run_1/registers.png
Scale bar: 20 µm. Other sequential cells in the stronger grey, the rest of the logic in the fainter grey.
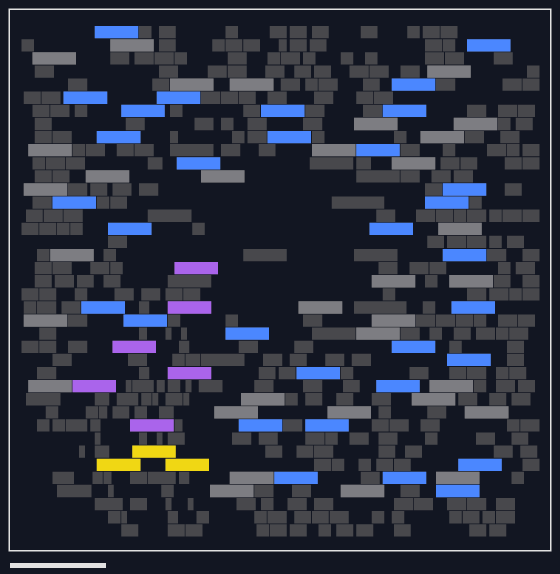
run_1/metal_stack.png
Two of the layers only.
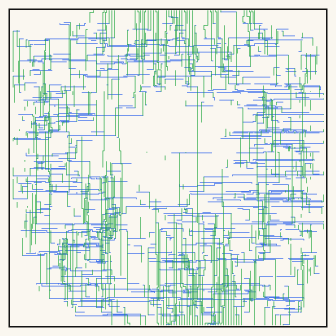
run_1/zoom.png
Region (8, 64) to (48, 104) µm. Cells in grey, sequential cells in the stronger grey; small squares are vias.
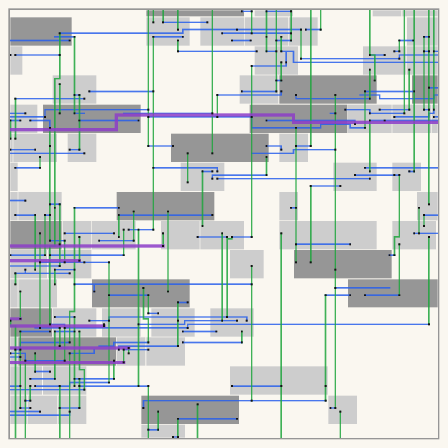
run_1/final_clocks.png
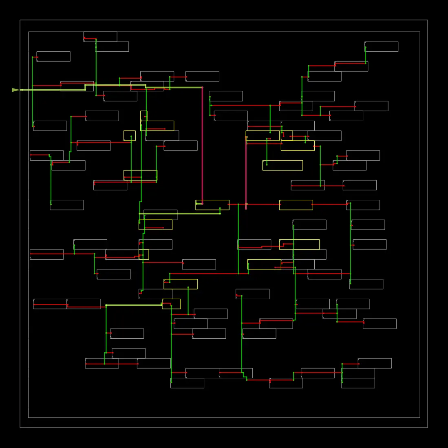
--- src/rtl/hilo_div_ctrl.sv ---
// HI/LO register file and sequencer for the iterative divider: issue, stall, div-by-zero, capture, mthi/mtlo.
// Optional macro HILO_BYPASS_EN makes hi/lo forward accepted writes and captured results combinationally.
module hilo_div_ctrl #(
    parameter int DIV_LATENCY = 36
) (
    input  logic        clk,
    input  logic        reset,
    input  logic        div_start,
    input  logic        mthi,
    input  logic        mtlo,
    input  logic [31:0] wr_data,
    input  logic [31:0] div_quotient,
    input  logic [31:0] div_remainder,
    input  logic        div_by_zero,
    output logic        div_op,
    output logic        busy,
    output logic        div_zero_exc,
    output logic        done,
    output logic [31:0] hi,
    output logic [31:0] lo
);

    localparam int CW = $clog2(DIV_LATENCY);

    typedef enum logic [2:0] {
        IDLE    = 3'd0,
        ISSUE   = 3'd1,
        CHECK   = 3'd2,
        WAIT    = 3'd3,
        CAPTURE = 3'd4
    } state_t;

    state_t        state;
    state_t        state_nxt;
    logic [CW-1:0] cnt;
    logic [31:0]   hi_q;
    logic [31:0]   lo_q;
    logic          wr_ok;

    always_ff @(posedge clk or posedge reset) begin
        if (reset) begin
            state <= IDLE;
        end else begin
            state <= state_nxt;
        end
    end

    always_comb begin
        state_nxt = state;
        case (state)
            IDLE:    if (div_start) state_nxt = ISSUE;
            ISSUE:   state_nxt = CHECK;
            CHECK:   state_nxt = div_by_zero ? IDLE : WAIT;
            WAIT:    if (cnt == '0) state_nxt = CAPTURE;
            CAPTURE: state_nxt = IDLE;
            default: state_nxt = IDLE;
        endcase
    end

    // div_by_zero is only meaningful in CHECK; the divider self-clears it afterwards.
    always_comb begin
        div_op       = (state == ISSUE);
        busy         = (state != IDLE);
        div_zero_exc = (state == CHECK) && div_by_zero;
    end

    assign wr_ok = !busy;

    // Loaded with DIV_LATENCY-2 so CAPTURE lines up with the single valid-result cycle.
    always_ff @(posedge clk or posedge reset) begin
        if (reset) begin
            cnt <= '0;
        end else if (state == CHECK && !div_by_zero) begin
            cnt <= CW'(DIV_LATENCY - 2);
        end else if (state == WAIT && cnt != '0) begin
            cnt <= cnt - 1'b1;
        end
    end

    always_ff @(posedge clk or posedge reset) begin
        if (reset) begin
            hi_q <= '0;
            lo_q <= '0;
            done <= 1'b0;
        end else begin
            done <= (state == CAPTURE);
            if (state == CAPTURE) begin
                lo_q <= div_quotient;
                hi_q <= div_remainder;
            end else if (wr_ok) begin
                if (mthi) hi_q <= wr_data;
                if (mtlo) lo_q <= wr_data;
            end
        end
    end

`ifdef HILO_BYPASS_EN
    always_comb begin
        hi = hi_q;
        lo = lo_q;
        if (state == CAPTURE) begin
            hi = div_remainder;
            lo = div_quotient;
        end else if (wr_ok) begin
            if (mthi) hi = wr_data;
            if (mtlo) lo = wr_data;
        end
    end
`else
    assign hi = hi_q;
    assign lo = lo_q;
`endif

endmodule
--- config.mk ---
export PLATFORM = sky130hd
export DESIGN_NAME = hilo_div_ctrl
export DESIGN_NICKNAME = d
export VERILOG_FILES = /design/src/rtl/hilo_div_ctrl.sv
export SDC_FILE = /design/constraint.sdc
export NUM_CORES = 1
export LEC_CHECK = 0
export CAP_MARGIN = 20
export CELL_PAD_IN_SITES_DETAIL_PLACEMENT = 0
export CELL_PAD_IN_SITES_GLOBAL_PLACEMENT = 1
export CORE_MARGIN = 2
export CORE_UTILIZATION = 32
export DETAILED_ROUTE_END_ITERATION = 10
export GPL_ROUTABILITY_DRIVEN = 0
export PLACE_DENSITY_LB_ADDON = 0.25
export SETUP_SLACK_MARGIN = 0.2
export SYNTH_ARGS = -nofsm -noshare
export SYNTH_HDL_FRONTEND = slang
export SYNTH_SLANG_ARGS = --single-unit
export TNS_END_PERCENT = 1
--- constraint.sdc ---
create_clock -name clk -period 3.1 [get_ports clk]
set_input_delay 0.62 -clock clk [delete_from_list [all_inputs] [get_ports clk]]
set_output_delay 0.62 -clock clk [all_outputs]
set_load 0.1 [all_outputs]
==> results.cfg, run 1 <==
; synthesis and place-and-route metrics
[outcome]
status = finished, final reports clean

[routing]
via_per_inst = 4.74
route.detailed.drc = 0
antenna_left = 0

[min_path]
hold-path-endpoint = lo[30]$_DFFE_PP0P_

[setup_path]
start_kind = input port
cp_cell_sequence = clkdlybuf4s50_1 > nand2b_1 > nor3b_2 > buf_12
critPathBufInv = 2
rr_startpoint = state[0]$_DFFE_PP0P_

[grt]
grt_max_degree = 66

[logic_synthesis]
ys_async_sr_fraction = 1.00
post-synth-top-area-fraction = 0.496

[finish]
inverters = 5

[timing]
period_used_share = 0.745
max_slew_margin = 0.606
worst_slew_pin_slew_ns = 0.590
clock.fmax_ghz = 0.433

[floorplanning]
ios = 170
fp-row-count = 39

[clock_network]
h-tree-depth = 3
postCtsHoldBufs = 0

[run]
warning_count = 28
About registers.png:
- blue: lo (placed flops 32; where widely spread)
- yellow: state (placed flops 3)
- purple: cnt (placed flops 6)
- not coloured: 33
utilization after layout: 0.503
Reg area: 1850 µm²
flop share of the area: 0.322

About metal_stack.png:
- green: met2 (wire length 4510 µm)
- blue: met1 (wire length 3990 µm)
Wirelength per Cell: 15.8 µm
final wirelength: 9.25 mm
Global Route Usage Sum: 0.149
via count: 2773

About zoom.png:
- purple: met3
- blue: met1
- green: met2
- most frequent: mux2_2 (18), dfrtp_1 (12), buf_4 (10)
- netlist names of flops here include: lo (7), hi (5)
- cells with their middle in the window: 56
- sequential cells in the window: 12

About final_clocks.png:
Num CTS Buffers: 9
clkbuf count: 10
flip-flops: 74

run 1: sequential cells by signal (all words and copies together), names as in the netlist:
register  flops
hi           32
state         3
lo           32
done          1
cnt           6
run 1: routing by layer:
layer | vias to the layer above | routed length [µm]
met1 | 1350 | 3990
met5 | - | 0
li1 | 1319 | -
met3 | 4 | 701
met2 | 100 | 4510
met4 | 0 | 51
run 1: worst max-delay path by stage:
stage | start | end | slack [ns] | cells after the start
2_1_floorplan | state[0]$_DFFE_PP0P_ | div_op | -0.38 | 2
3_3_place_gp | div_by_zero | div_zero_exc | 0.77 | 4
3_5_place_dp | div_by_zero | div_zero_exc | 0.79 | 4
4_1_cts | div_by_zero | div_zero_exc | 0.78 | 4
5_1_grt | div_by_zero | div_zero_exc | 0.73 | 4
6_report | div_by_zero | div_zero_exc | 0.79 | 4
run 1: cells by family after synthesis:
group           after synthesis
fa+ha+maj                     2
simple gates                 28
buf+inv                      24
flops                        74
compound gates               10
mux                         133
run 1: per-stage QoR:
stage          hold WS, ns  setup TNS, ns  cell area [µm²]  setup slack, ns
5_1_grt              0.515              0             5750            0.732
3_5_place_dp         0.497              0             5420            0.794
3_3_place_gp         0.492              0             5420            0.771
6_report             0.504              0             5750            0.791
2_1_floorplan        0.460         -0.380             3740           -0.380
4_1_cts              0.510              0             5750            0.777
run_1/port_nets.png
Scale bar: 20 µm.
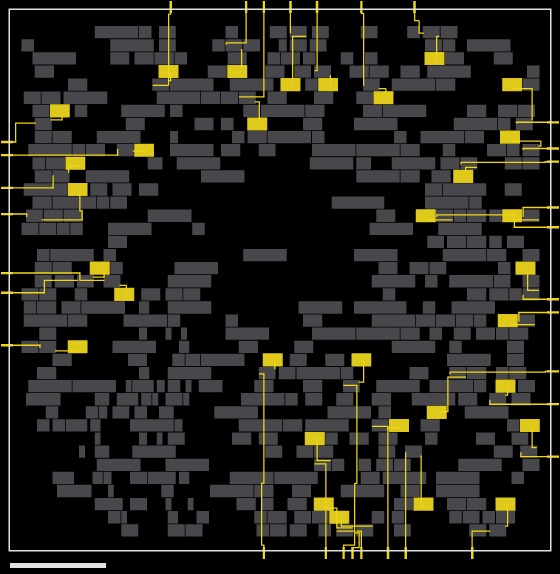

==> inputs of run 2 (changes only) <==
Clock period 3.1 ns to 2.25 ns, I/O delays scaled along.
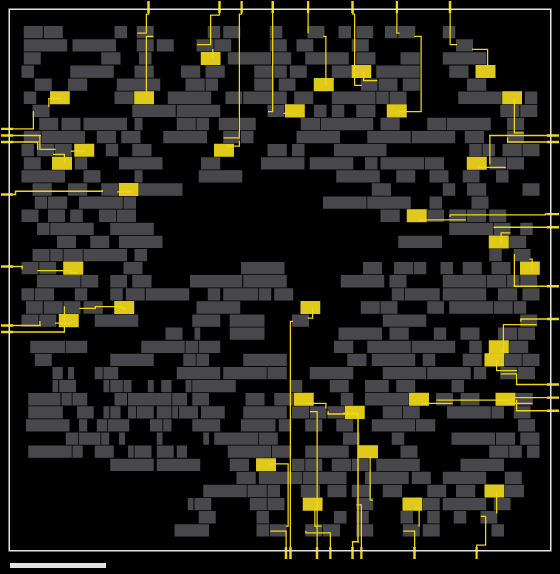
run_2/port_nets.png
Scale bar: 20 µm.
- yellow: div_quotient (bits 32; direction input; end cells 32; buffers 32; wire 671 µm)
Port Buf Inserts: 169
I/O pin count: 170

==> run 2 against run 1 <==
  * Final cell count up 0.68%
  * Register-to-register slack worse by 0.63 ns
  * Global-route usage is 0.16 points lower
  * Clock-buffer cell count is 1 higher
  * Non-clock buffer count increased by 4
  * Critical path type is now flop to primary output
==> results.cfg, run 2 <==
; synthesis and place-and-route metrics
[setup_path]
rr_startpoint = state[0]$_DFFE_PP0P_
crit_path_start = state[0]$_DFFE_PP0P_
crit_end = div_zero_exc
start_kind = flop

[grt]
grt_use_total = 0.147
grt_max_degree = 75
grt_pass1_vias = 2950

[logic_synthesis]
ys_async_sr_fraction = 1.00
synth.distinct_cells = 29

[clock_network]
h-tree-depth = 3
cts_resized = 0
cts_made_buffers = 9
cts_root_buf = clkbuf_16
postCtsHoldBufs = 0
postCtsSetupBuffers = 0

[timing]
holdWs_ns = 0.501
worst_slew_pin_slew_ns = 0.400
period_used_share = 0.875
max_slew_margin = 0.733
tns_ns = 0
clock.fmax_ghz = 0.508

[outcome]
status = finished, final reports clean

[routing]
vias = 2790
wl_mm = 9.29
via_per_inst = 4.74
route.detailed.drc = 0
wl_per_cell_um = 15.8

[finish]
flop_area_um2 = 1850
lay_top_cells = 101 x clkdlybuf4s50_1, 80 x mux2_2, 74 x dfrtp_1, 69 x buf_4, 49 x mux2_1

[floorplanning]
fp-row-count = 39
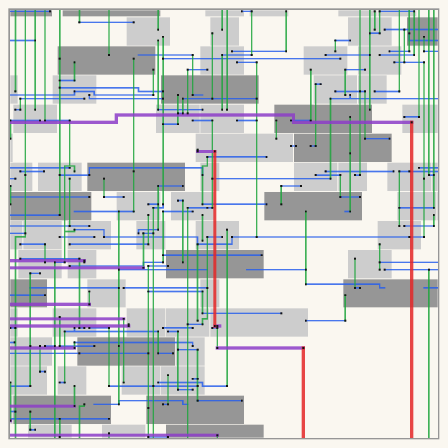
run_2/zoom.png
Region (8, 64) to (48, 104) µm. Cells in grey, sequential cells in the stronger grey; small squares are vias.
- green: met2
- red: met4
- blue: met1
- purple: met3
- cells with their middle in the window: 55
- netlist names of flops here include: hi (6), lo (6)
- sequential cells in the window: 12
- most frequent: mux2_2 (18), dfrtp_1 (12)

==> run 2: cell counts after synthesis <==
No cell type changed its count.
==> run 2: how the worst min path moves through the flow <==
stage                         endpoint  slack, ns  cells past startpoint
floorplan           cnt[3]$_DFFE_PP0P_       0.46                      1
global placement    cnt[3]$_DFFE_PP0P_       0.48                      1
detailed placement  cnt[3]$_DFFE_PP0P_       0.49                      1
CTS                 cnt[3]$_DFFE_PP0P_       0.50                      1
global route        cnt[4]$_DFFE_PP0P_       0.52                      1
finish              cnt[3]$_DFFE_PP0P_       0.50                      1
==> run 2: kinds of logic after synthesis <==
group / share of synthesized area
compound gates: 0.0174
simple gates: 0.0472
flops: 0.496
fa+ha+maj: 0.00670
buf+inv: 0.0335
mux: 0.400
==> run 2: metrics by stage <==
stage               utilization  worst slack [ns]  instance area [µm²]
finish                    0.516             0.281                 5890
CTS                       0.516             0.212                 5890
detailed placement        0.485             0.319                 5540
floorplan                     -           -0.0748                 3760
global placement          0.485             0.328                 5540
global route              0.516             0.211                 5890
==> run 2: metal layers <==
| metal | GRT usage | vias to the layer above | share of wire |
|---|---|---|---|
| met5 | 0 | - | 0 |
| met4 | 0.0431 | 0 | 0.015 |
| met3 | 0.0589 | 12 | 0.092 |
| met2 | 0.235 | 109 | 0.46 |
| met1 | 0.186 | 1344 | 0.43 |
| li1 | - | 1325 | - |
==> run 2: area by class of cell <==
type	instances	area share
clock buffers	11	0.0429
clock inverters	5	0.0170
inverters	5	0.00382
multi-input cells	173	0.305
flip-flops and latches	74	0.314
well taps	143	0.0304
repair buffers	178	0.287
==> run 2: critical path: stages (launching register included) <==
cell      delay [ns]
dfrtp_1         0.39
buf_4           0.19
nand2b_1        0.20
nor3b_4         0.22
buf_12          0.20
run_2/metal_stack.png
Two of the layers only.
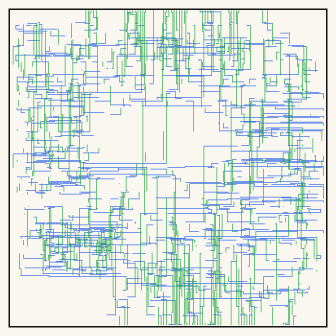

==> inputs of run 3 (changes only) <==
Settings changed: MAX_ROUTING_LAYER set to met4.
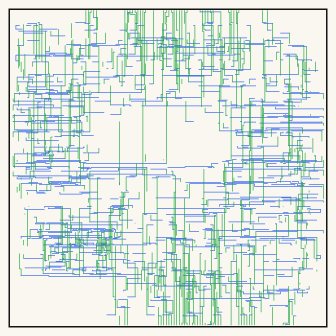
run_3/metal_stack.png
Two of the layers only.
- blue: met1 (wire length 4170 µm)
- green: met2 (wire length 4320 µm)
Wirelength per Cell: 15.8 µm
final wirelength: 9.29 mm

==> run 3 against run 2 <==
  * Synthesized cell count unchanged
  * Final cell count unchanged
  * Sequential share of layout area unchanged
  * Flip-flop count unchanged
==> results.cfg, run 3 <==
; synthesis and place-and-route metrics
[setup_path]
crit_end = div_zero_exc
critPathTopFamily = simple AND/OR/NAND/NOR gates
cp_cell_sequence = buf_4 > nand2b_1 > nor3b_4 > buf_12
rr_startpoint = state[0]$_DFFE_PP0P_
crit_path_start = state[0]$_DFFE_PP0P_
critPathBufInv = 2
critPathSlowestCell = dfrtp_1
path_depth = 4

[grt]
grt_pass1_vias = 2960
grt_use_total = 0.151
grtUsageMet1 = 0.194
grt_busiest_layer = met2
grtUsageMet3 = 0.0443
grt_use_met2 = 0.235

[timing]
clock.fmax_ghz = 0.507
period_used_share = 0.876
tns_ns = 0
holdWs_ns = 0.498
worst_slew_pin_slew_ns = 0.398

[outcome]
status = finished, final reports clean

[finish]
lay_top_cells = 101 x clkdlybuf4s50_1, 80 x mux2_2, 74 x dfrtp_1, 69 x buf_4, 49 x mux2_1

[clock_network]
cts_made_buffers = 9
postCtsSetupBuffers = 0
h-tree-depth = 3
cts_root_buf = clkbuf_16

[routing]
vias = 2781

[run]
warning_count = 28

[min_path]
hold-path-endpoint = cnt[3]$_DFFE_PP0P_

[logic_synthesis]
synth.distinct_cells = 29
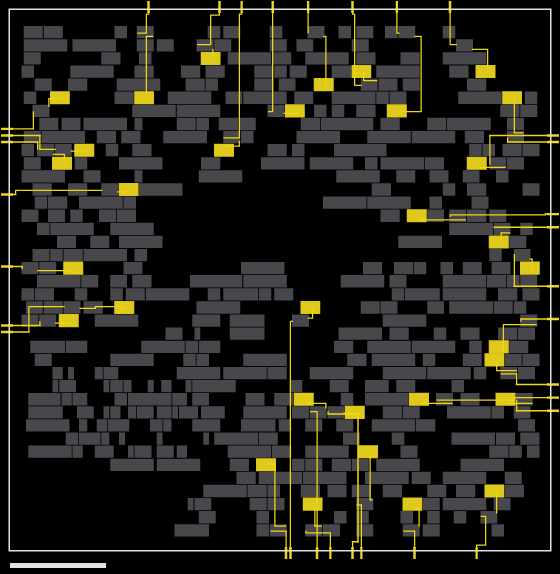
run_3/port_nets.png
Scale bar: 20 µm.
- yellow: div_quotient (bits 32; direction input; end cells 32; buffers 32; wire 670 µm)

## run 3: cell counts after synthesis
No cell type changed its count.
## run 3: worst register-to-register path, cell delays in order, from the launching register on
cell,delay (ns)
dfrtp_1,0.39
nor3b_2,0.37
buf_12,0.28
mux2_1,0.37
mux2_2,0.27
## run 3: final cells by class
cell class | instances | area (µm²) | area share
tap | 143 | 179 | 0.0304
inverter | 5 | 22.5 | 0.00382
sequential | 74 | 1850 | 0.314
clock inverter | 5 | 100 | 0.0170
timing repair buffer | 178 | 1690 | 0.287
clock buffer | 11 | 253 | 0.0429
multi-input combinational | 173 | 1800 | 0.305
## run 3: cell families after synthesis
logic type / share of synthesized area
buffers and inverters: 0.0335
and+or+nand+nor: 0.0472
AOI/OAI and AO/OA: 0.0174
muxes: 0.400
adders and majority gates: 0.00670
DFF: 0.496
## run 3: what timing repair did
item | in CTS | in global routing
gates resized | 0 | 1
endpoints found under the setup margin | 0 | 1
hold buffers | 0 | 0
## run 3: per-layer routing
layer  wire, µm  vias to the layer above
li1           -                     1322
met1       4170                     1341
met4        123                        0
met2       4320                      107
met3        671                       11
met5          0                        -
## run 3: stage by stage
stage	cell area (µm²)	cells
5_1_grt	5890	589
6_report	5890	589
3_3_place_gp	5540	573
3_5_place_dp	5540	573
2_1_floorplan	3760	271
4_1_cts	5890	589
